Run 1, M1 wires:
Bar = 20 µm.
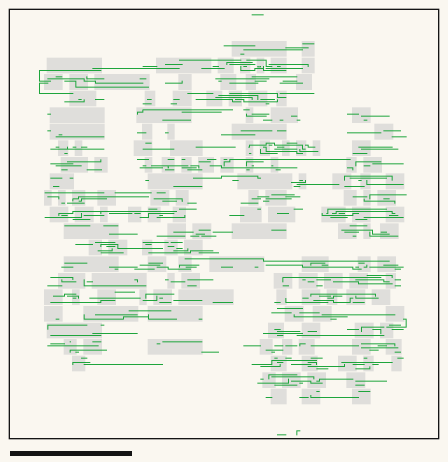
Run 1, signal wires on met2:
Bar = 20 µm.
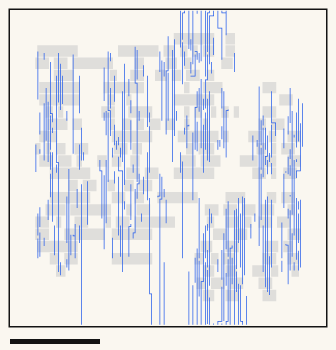
Run 1, met3 routing:
Bar = 20 µm.
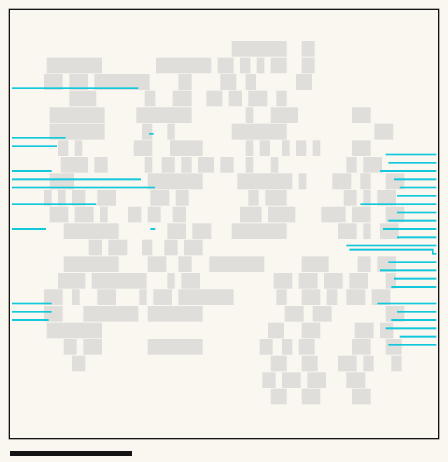
==> config.mk <==
export PLATFORM = sky130hd
export DESIGN_NAME = hazard_ctrl
export DESIGN_NICKNAME = d
export VERILOG_FILES = /design/src/rtl/hazard_ctrl.sv
export SDC_FILE = /design/constraint.sdc
export NUM_CORES = 1
export LEC_CHECK = 0
export ABC_CLOCK_PERIOD_IN_PS = 3500
export CELL_PAD_IN_SITES_DETAIL_PLACEMENT = 1
export CELL_PAD_IN_SITES_GLOBAL_PLACEMENT = 1
export CORE_MARGIN = 5
export CORE_UTILIZATION = 40
export CTS_BUF_LIST = sky130_fd_sc_hd__clkbuf_2
export CTS_CLUSTER_DIAMETER = 100
export DETAILED_ROUTE_END_ITERATION = 6
export DONT_BUFFER_PORTS = 1
export PLACE_DENSITY = 0.74
export SETUP_SLACK_MARGIN = 0.5
export SKIP_CTS_REPAIR_TIMING = 1
export SYNTH_ARGS = -nofsm -noshare
export SYNTH_HDL_FRONTEND = slang
export SYNTH_SLANG_ARGS = --single-unit
==> constraint.sdc <==
create_clock -name clk_i -period 3.5 [get_ports clk_i]
set_input_delay 0.35 -clock clk_i [delete_from_list [all_inputs] [get_ports clk_i]]
set_output_delay 0.35 -clock clk_i [all_outputs]
set_load 0.05 [all_outputs]
==> CHANGELOG.md, run 1 <==
## Flow update

* Final Critical Period at 2.40 ns
* CTS clock-pin slew for the worst setup and hold paths at 0.18 ns
* Pint at 0.438 mW
* Total tool warning count at 27
* Final nets at 197
* R2r worst-path depth at 6
* Ys cells at 153
* Dpl cells at 198
* Switching pwr at 0.492 mW
* Sink Count at 20
* DR iter-0 viols at 26
* Number of flip-flops under the largest register name at 16
* Worst vdd ir at 0.451 mV
* Clock power share at 9.7%
* Pin count of the biggest net entering global routing at 28
* Top cells by area: dfrtp_1, xnor2_1, xor2_1, nand2_1, and3_1
* Finished Core Util at 42.9%
* Slew Limit Fails at 0
* Setup slack, reg-to-reg at 1.10 ns
* Cell type with the largest total area: dfrtp_1
* First-pass GRT wire length at 5.91 mm
* Worst Path Max Fanout at 16
* Netlist cell types at 35
* Post-synthesis adder-cell area fraction at 2.58%
* Total gr overflow at 0
* Clk ins delay skew pair at 0.30 ns
* Worst Skew at 0.00553 ns
* Xor+xnor area frac at 26.5%
* Final instance area at 1530 µm²
* CTS max path bufs at 2
* Hold Vio Cnt, Final at 0
* Syn_nets at 194
* WHS Path Cells at 2
* Top Consumer: registers
* # diodes at 0
* Chip area estimate from yosys synthesis at 1460 µm²
* Max-cap violations at 0
* Synth Flop Type: dfrtp_1
* Share of layout cells above drive strength 1 at 10.4%
* Critical Path RT at 3.72 ns
* Tightest Pin Transition at 0.960 ns
* Synth async-reset ratio at 100%
* Final worst path period share at 68.5%
* CP Capture Type: flip-flop
* Crit path buffers/inverters at 0
* Number of synthesized flops with an enable pin at 0
* Io pins at 65
* Finished Layout Cells at 202
* Post-synth top area share at 34.4%
* GR Util All Layers at 14.7%
* Top logic family: XOR/XNOR gates
* First drt pass iteration count at 2
* Hold WS at 0.233 ns
* Post-synth top cells: xnor2_1, dfrtp_1, xor2_1
* Post-DP Area at 1510 µm²
* Vias in the first global route at 1203
* Max H-tree Level at 1
* Max Freq at 417 MHz
* RD Place Congestion at 0.867
* Ys flops at 20
* Endpoints failing setup at 0
* Status: finished, final reports clean
* Cell family with most CP delay: flip-flops
* Flop+latch power at 0.526 mW
* Post-synthesis cell area at 1460 µm²
* Count leader, synth: xnor2_1
* AO/OA Area Share at 6.96%
* Mux area share at 1.46%
* Initial antenna violation count at 0
* Combinational share of power at 33.7%
* Root Buffer: clkbuf_2
* Wire per inst at 18.3 µm
* Setup TNS Final at 0 ns
* Seq share, synth at 34.4%
* Residual DRC at 0
About 'M1 wires':
share of all routed wire: 38%
nets with wire on the layer: 179
Vias: 1080
GRT met1 Usage: 16.0%
Routed WL: 3.70 mm

About 'signal wires on met2':
share of all routed wire: 53%
main direction: vertical
nets with wire on the layer: 170
met2 Usage GRT: 27.2%

About 'met3 routing':
wire length on this layer: 312 µm
share of all routed wire: 8.4%
nets with wire on the layer: 35
main direction: horizontal
longest straight run: 23.2 µm
met3 GRT Util: 4.32%

## run 1: worst register-to-register path: stages, from the launching register on
cell	delay, ns
dfrtp_1	0.65
ha_1	0.33
and3_1	0.20
and4_1	0.23
a211oi_1	0.26
a21o_4	0.27
mux2_2	0.36
## run 1: area by class of cell
type                            count  share of cell area, %
Inverter                            4                  0.979
Clock buffer                        3                  0.979
Multi-Input combinational cell    120                   57.9
Tap cell                           48                   3.92
Timing Repair Buffer                7                   3.59
Sequential cell                    20                   32.6
## run 1: layer usage
metal	wire (µm)	track usage, %
met5	0	0
met3	311	4.32
met2	1970	27.2
met4	15	4.04
met1	1400	16.0
Run 1, pin placement:
Bar = 20 µm. Pins as bars across the die edge, other pins in gray.
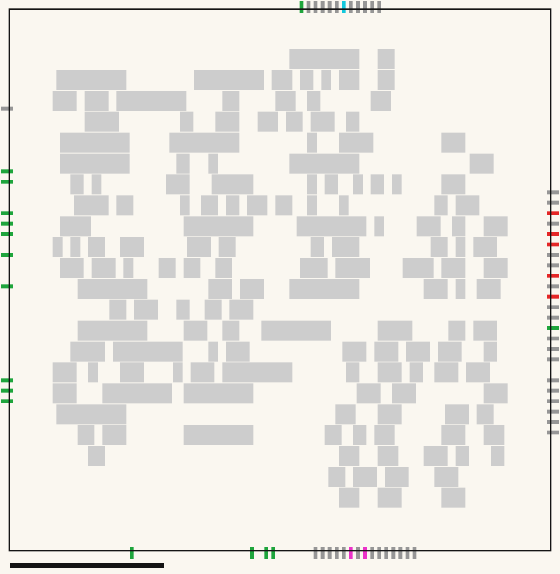

==> run 1 -> run 2 <==
Settings changed: ABC_CLOCK_PERIOD_IN_PS 3500 to 2000, PLACE_DENSITY 0.74 to 0.77.
Clock period 3.5 ns to 2 ns, I/O delays scaled along.
Run 2, pin placement:
Bar = 20 µm. Pins as bars across the die edge, other pins in gray.
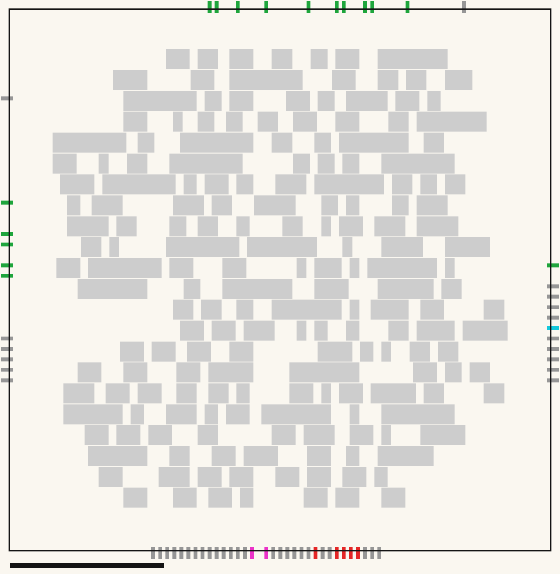
legend:
  green:
    port: stall_cnt_o
    pins: 16
    direction: output
    edge: 10 north, 5 west, 1 east
  red:
    port: IFID_Rt_i
    pins: 5
    direction: input
    edge: south
  magenta:
    port: ForwardB_o
    pins: 2
    direction: output
    edge: south
  cyan:
    port: MC_start_i
    pins: 1
    direction: input
    edge: east
all pins by edge: 32 south, 11 east, 11 west, 11 north
die height: 70.3 µm
Buffers on Ports: 0

==> CHANGELOG.md, run 2 <==
## Flow update

* Status: finished, final reports clean (unchanged)
* Max H-tree Level at 1 (unchanged)
* R2r worst-path depth at 6 (unchanged)
* Flop share of the area at 26.0% (was 32.6%)
* Synth async-reset ratio at 100% (unchanged)
* Flops at 20 (unchanged)
* Fraction of area in clock buffers and inverters at 0.950% (was 0.979%)
* GR Util All Layers at 16.9% (was 14.7%)
* CTS clock-pin slew for the worst setup and hold paths at 0.20 ns (was 0.18 ns)
* RD Place Congestion at 0.757 (was 0.867)
* Clock power share at 8.9% (was 9.7%)
* Endpoints failing setup at 0 (unchanged)
* Met2 WL at 2.39 mm (was 1.97 mm)
* GRT met1 Usage at 20.1% (was 16.0%)
* Number of flip-flops under the largest register name at 16 (unchanged)
* Critical Path RT at 2.24 ns (was 3.72 ns)
* Combinational share of power at 60.5% (was 33.7%)
* Post-DP Area at 1730 µm² (was 1510 µm²)
* Vias in the first global route at 1336 (was 1203)
* WHS Path Cells at 2 (unchanged)
* Root Buffer: clkbuf_2 (unchanged)
* Top Consumer: combinational cells (was registers)
* Final nets at 224 (was 197)
* Sink Count at 20 (unchanged)
* Post-synth top area share at 34.4% (unchanged)
* Routed WL at 4.47 mm (was 3.70 mm)
* First drt pass iteration count at 4 (was 2)
* Share of layout cells above drive strength 1 at 44.0% (was 10.4%)
* Post-synthesis adder-cell area fraction at 2.58% (unchanged)
* Vias at 1247 (was 1080)
* Worst Skew at 0.00207 ns (was 0.00553 ns)
* Met3 GRT Util at 4.89% (was 4.32%)
* Wire per inst at 19.4 µm (was 18.3 µm)
* Mux area share at 1.46% (unchanged)
* Crit path buffers/inverters at 0 (unchanged)
* Setup slack, reg-to-reg at 0.11 ns (was 1.10 ns)
* Max-cap violations at 0 (unchanged)
* Chip area estimate from yosys synthesis at 1460 µm² (unchanged)
* Count leader, synth: xnor2_1 (unchanged)
* Pin count of the biggest net entering global routing at 28 (unchanged)
* Io pins at 65 (unchanged)
* Top logic family: XOR/XNOR gates (unchanged)
* Switching pwr at 0.980 mW (was 0.492 mW)
* Ys cells at 153 (unchanged)
* Final Critical Period at 1.89 ns (was 2.40 ns)
* AO/OA Area Share at 6.96% (unchanged)
* Tightest Pin Transition at 0.966 ns (was 0.960 ns)
* Ys flops at 20 (unchanged)
* Cell family with most CP delay: AND-OR/OR-AND gates (was flip-flops)
* # diodes at 0 (unchanged)
* Syn_nets at 194 (unchanged)
* Finished Core Util at 55.2% (was 42.9%)
* Comb gates at 121 (was 120)
* CP Capture Type: flip-flop (unchanged)
* Slew Limit Fails at 0 (unchanged)
* Setup TNS Final at 0 ns (unchanged)
* Metal-1 WL at 1.79 mm (was 1.40 mm)
* Total tool warning count at 29 (was 27)
* Number of synthesized flops with an enable pin at 0 (unchanged)
* Initial antenna violation count at 0 (unchanged)
* Top cells by area: dfrtp_1, xnor2_1, xor2_1, nand2_1, and3_1 (unchanged)
* Synth Flop Type: dfrtp_1 (unchanged)
* DR iter-0 viols at 35 (was 26)
* Max Freq at 528 MHz (was 417 MHz)
* Final non-clock buffer share at 13.4% (was 3.59%)
run 2: netlist changes by cell type in the layout (fill, tap and decap cells not counted), moves of 3 or more:
cell,change
buf_6,+4
nand2_2,+5
buf_4,+22
o21ai_4,+3
nand2_1,-6
dfrtp_1,-10
dfrtp_2,+10
run 2: kinds of logic after synthesis:
group,count (synthesis)
compound gates,15
xor+xnor,44
fa+ha+maj,3
buf+inv,13
flops,20
mux,2
simple gates,56
run 2: through the flow:
step / worst slack (ns) / instances
floorplan: 0.0382 / 153
global placement: 0.195 / 212
detailed placement: 0.0783 / 212
CTS: 0.0516 / 216
global route: 0.0581 / 230
finish: 0.107 / 230
Power is estimated from default activity; no workload was simulated.
